==> config.mk <==
export PLATFORM = sky130hd
export DESIGN_NAME = project_io_mux
export DESIGN_NICKNAME = d
export VERILOG_FILES = /design/src/rtl/project_mux_pkg.sv /design/src/rtl/project_slice_mux.sv /design/src/rtl/project_io_mux.sv
export SDC_FILE = /design/constraint.sdc
export NUM_CORES = 1
export LEC_CHECK = 0
export CORE_AREA = 4 4 385 387
export CTS_BUF_LIST = sky130_fd_sc_hd__clkbuf_16
export DETAILED_ROUTE_END_ITERATION = 7
export DIE_AREA = 0 0 389 391
export PLACE_DENSITY = 0.3
export SYNTH_ARGS = -nofsm -noshare
export SYNTH_HDL_FRONTEND = slang
export SYNTH_SLANG_ARGS = --single-unit
==> constraint.sdc <==
create_clock -name wb_clk_i -period 1.82 [get_ports wb_clk_i]
set_input_delay 0.182 -clock wb_clk_i [delete_from_list [all_inputs] [get_ports wb_clk_i]]
set_output_delay 0.182 -clock wb_clk_i [all_outputs]
set_load 0.05 [all_outputs]
run_1/m1.png
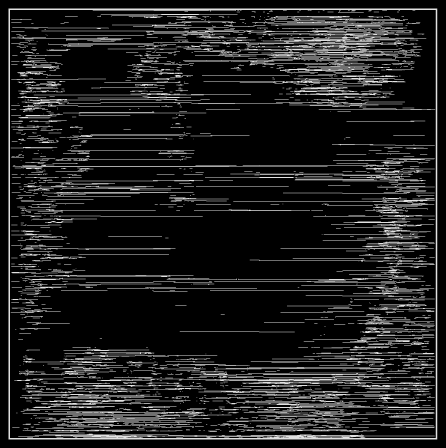
The layer holds 41% of the routed length. The layer carries 48.6 mm of wire. 2849 nets have wire on it. The wires run mostly horizontal.
routed vias: 15.0k
final WL: 117 mm
GR Util met1: 0.178

run_1/m2.png
Bar = 100 um.
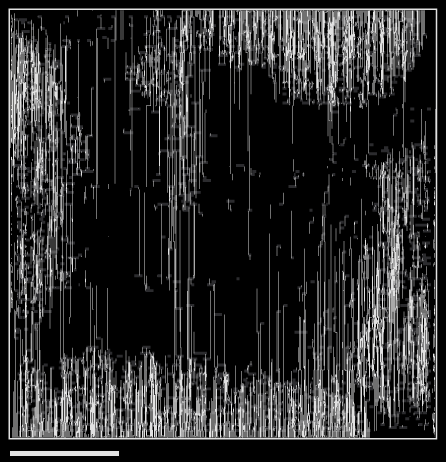
2787 nets have wire on it. The wires run mostly vertical. The layer carries 60.8 mm of wire.
GR Util met2: 0.272

run_1/m3.png
Bar = 100 um.
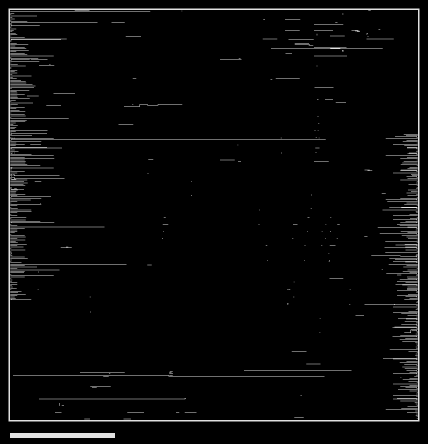
The layer holds 6.0% of the routed length. The wires run mostly horizontal. The longest straight run is 300 um.
GR Util met3: 0.0293

run_1/m4.png
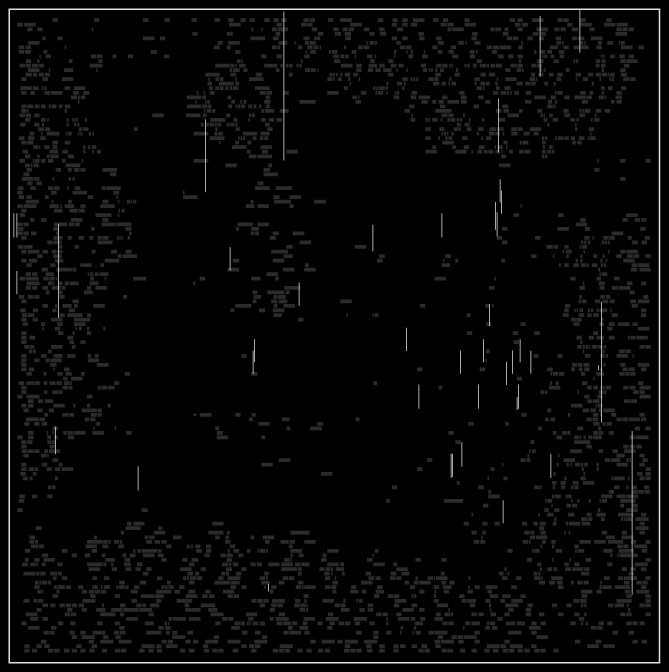
42 nets have wire on it. The wires run mostly vertical. The longest straight run is 97.9 um.

==> reports/qor.yml, run 1 <==
drt-initial-drc-count: 716
p_int_w: 0.0114
syn_nets: 2061
syn_area_um2: 9080
power_frac_seq: 0.051
fin_nets: 3200
lay_top_cells: "clkdlybuf4s50_1 (873), buf_4 (202), buf_12 (165), a21oi_1 (135), nor2_1 (95)"
comb_power_share: 0.924
comb_area_um2: 8700
cp_top_family: "AND-OR/OR-AND gates"
design_area_um2: 26300
num-multi-input-gates: 963
power_clock_w: 0.000549
core_um2: 145000
gp_routability_congestion: 0.824
cts_htree_levels: 1
buf_share: 0.539
setup_slack_ns: -0.791
synth_flop_count: 28
root_buffer: "clkbuf_16"
ys_seq_share: 0.0772
grt-ovfl-total: 0
worstPathMaxFanout: 10
pwr-share-clk: 0.024
async_reset_ff_frac: 1.00
firstDrtPassIters: 5
syn_area_per_cell_um2: 7.65
ios: 996
n_all_inverters: 57
required_ns: 1.64
slowest_stage: "dfrtp_4"
r2r_cells: 8
p_leak_nw: 9.43
max_stage_delay_ns: 0.47
clkTransAtPathRegs_ns: 0.08
die_area_um2: 152000
yosys.area_share.aoi: 0.409
ant_nets: 0
simple_gate_area_frac: 0.119
whs_ns: 0.311
path_cells: "buf_12 > buf_12 > mux2_2 > a22o_1 > nand2_1 > a21oi_1 > a221o_2 > buf_12"
violations: "setup timing"
status: "finished with violations"
irDropWorstVdd_mv: 0.381
fill_cells: 16100
comb-cell-share: 0.331
hpwl_mm: 102
setup_viol: 131
ctsLongestPathBuffers: 2
crit_buf_inv: 3
[run 1: metrics by stage]
| step | cells | power (W) | utilization | setup slack, ns |
|---|---|---|---|---|
| 2_1_floorplan | 1186 | 0.0109 | - | -0.356 |
| 3_3_place_gp | 4211 | 0.0209 | 0.174 | -0.879 |
| 3_5_place_dp | 4211 | 0.0207 | 0.174 | -0.861 |
| 4_1_cts | 4232 | 0.0225 | 0.179 | -0.832 |
| 5_1_grt | 4243 | 0.0240 | 0.181 | -0.867 |
| 6_report | 4247 | 0.0224 | 0.181 | -0.791 |
[run 1: layer usage]
layer	vias up	GRT usage	share of wire
li1	6894	-	-
met1	7362	0.178	0.41
met2	636	0.272	0.52
met3	89	0.0293	0.060
met4	6	0.00580	0.0077
met5	-	0	0.00039
run_1/congestion_map.png
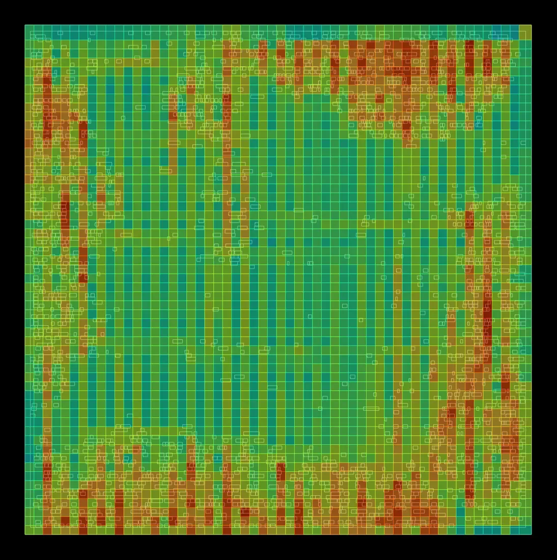

==> run 2: changes to the inputs <==
--- a/config.mk
+++ b/config.mk
@@ -5,10 +5,10 @@
 export SDC_FILE = /design/constraint.sdc
 export NUM_CORES = 1
 export LEC_CHECK = 0
-export CORE_AREA = 4 4 385 387
+export CORE_AREA = 4 4 386 388
 export CTS_BUF_LIST = sky130_fd_sc_hd__clkbuf_16
 export DETAILED_ROUTE_END_ITERATION = 7
-export DIE_AREA = 0 0 389 391
+export DIE_AREA = 0 0 390 392
 export PLACE_DENSITY = 0.3
 export SYNTH_ARGS = -nofsm -noshare
 export SYNTH_HDL_FRONTEND = slang
==> constraint.sdc (replaced) <==
create_clock -name wb_clk_i -period 3.12 [get_ports wb_clk_i]
set_input_delay 0.312 -clock wb_clk_i [delete_from_list [all_inputs] [get_ports wb_clk_i]]
set_output_delay 0.312 -clock wb_clk_i [all_outputs]
set_load 0.05 [all_outputs]
run_2/congestion_map.png
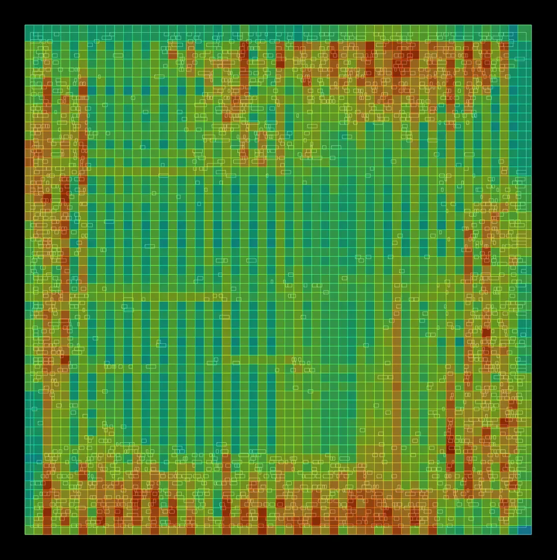
Layout Utilization: 0.158
total track usage: 0.144
GR Util met1: 0.178

==> run 2 against run 1 <==
  * The run now ends clean
  * Critical path depth decreased by 2
  * Combinational power is 55% lower
  * Core utilization is 2.3 points lower
  * Area after synthesis unchanged
  * Global-route usage fell by 0.059 points
  * Highest routed layer unchanged
==> reports/qor.yml, run 2 <==
simple_gate_area_frac: 0.119  # unchanged
p_leak_nw: 8.00  # was 9.43 nW
lay_top_cells: "clkdlybuf4s50_1 (885), a21oi_1 (159), buf_12 (129), nor2_1 (111), mux2_2 (85)"  # was clkdlybuf4s50_1 (873), buf_4 (202), buf_12 (165), a21oi_1 (135), nor2_1 (95)
synth_flop_count: 28  # unchanged
core_um2: 145000  # about the same
vias: 14300  # was 15.0k
design_area_um2: 23000  # was 26300 um2
syn_area_um2: 9080  # unchanged
ys_seq_share: 0.0772  # unchanged
wl_met3_mm: 7.83  # was 7.06 mm
place_inst: 4041  # was 4211
r2r_cells: 8  # unchanged
clkTransAtPathRegs_ns: 0.07  # was 0.08 ns
fin_nets: 3010  # was 3200
grt_use_met3: 0.0353  # was 0.0293
whs_ns: 0.0880  # was 0.311 ns
status: "finished, final reports clean"  # was finished with violations
drt-initial-drc-count: 660  # was 716
async_reset_ff_frac: 1.00  # unchanged
ios: 996  # unchanged
syn_area_per_cell_um2: 7.65  # unchanged
syn_nets: 2061  # unchanged
hpwl_mm: 102  # about the same
firstDrtPassIters: 5  # unchanged
gp_routability_congestion: 0.853  # was 0.824
power_w: 0.0103  # was 0.0224 W
top_layer: "met5"  # unchanged
ant_nets: 0  # unchanged
comb-cell-share: 0.329  # was 0.331
setup_viol: 0  # was 131
fin_cells: 4067  # was 4247
wl_mm: 117  # about the same
setup_slack_ns: 0.124  # was -0.791 ns
dr_wl_met2_mm: 59.6  # was 60.8 mm
cp_top_family: "buffers and inverters"  # was AND-OR/OR-AND gates
grt_busiest_layer: "met2"  # unchanged
buf_share: 0.521  # was 0.539
==> run 2: cell types whose count changed in the layout (fill, tap and decap cells not counted), sizes merged <==
cell           change
clkbuf             -3
clkinv             +1
clkdlybuf4s50     +12
inv                -1
diode             +10
buf              -197
bufbuf             -2
==> run 2: cell families after synthesis <==
kind of cell,after synthesis
compound gates,517
simple gates,245
buf+inv,195
mux,190
xor+xnor,9
flops,28
fa+ha+maj,2
==> run 2: power by group <==
part | switching [W] | leakage [nW] | internal, W | total, W
logic | 0.00507 | 7.60 | 0.00416 | 0.00923
clock network | 0.000134 | 0.0386 | 0.000172 | 0.000307
registers | 0.000224 | 0.355 | 0.000512 | 0.000735
total | 0.00543 | 8.00 | 0.00485 | 0.0103
Power figures rest on the tool's default switching activity, not on a simulated workload.
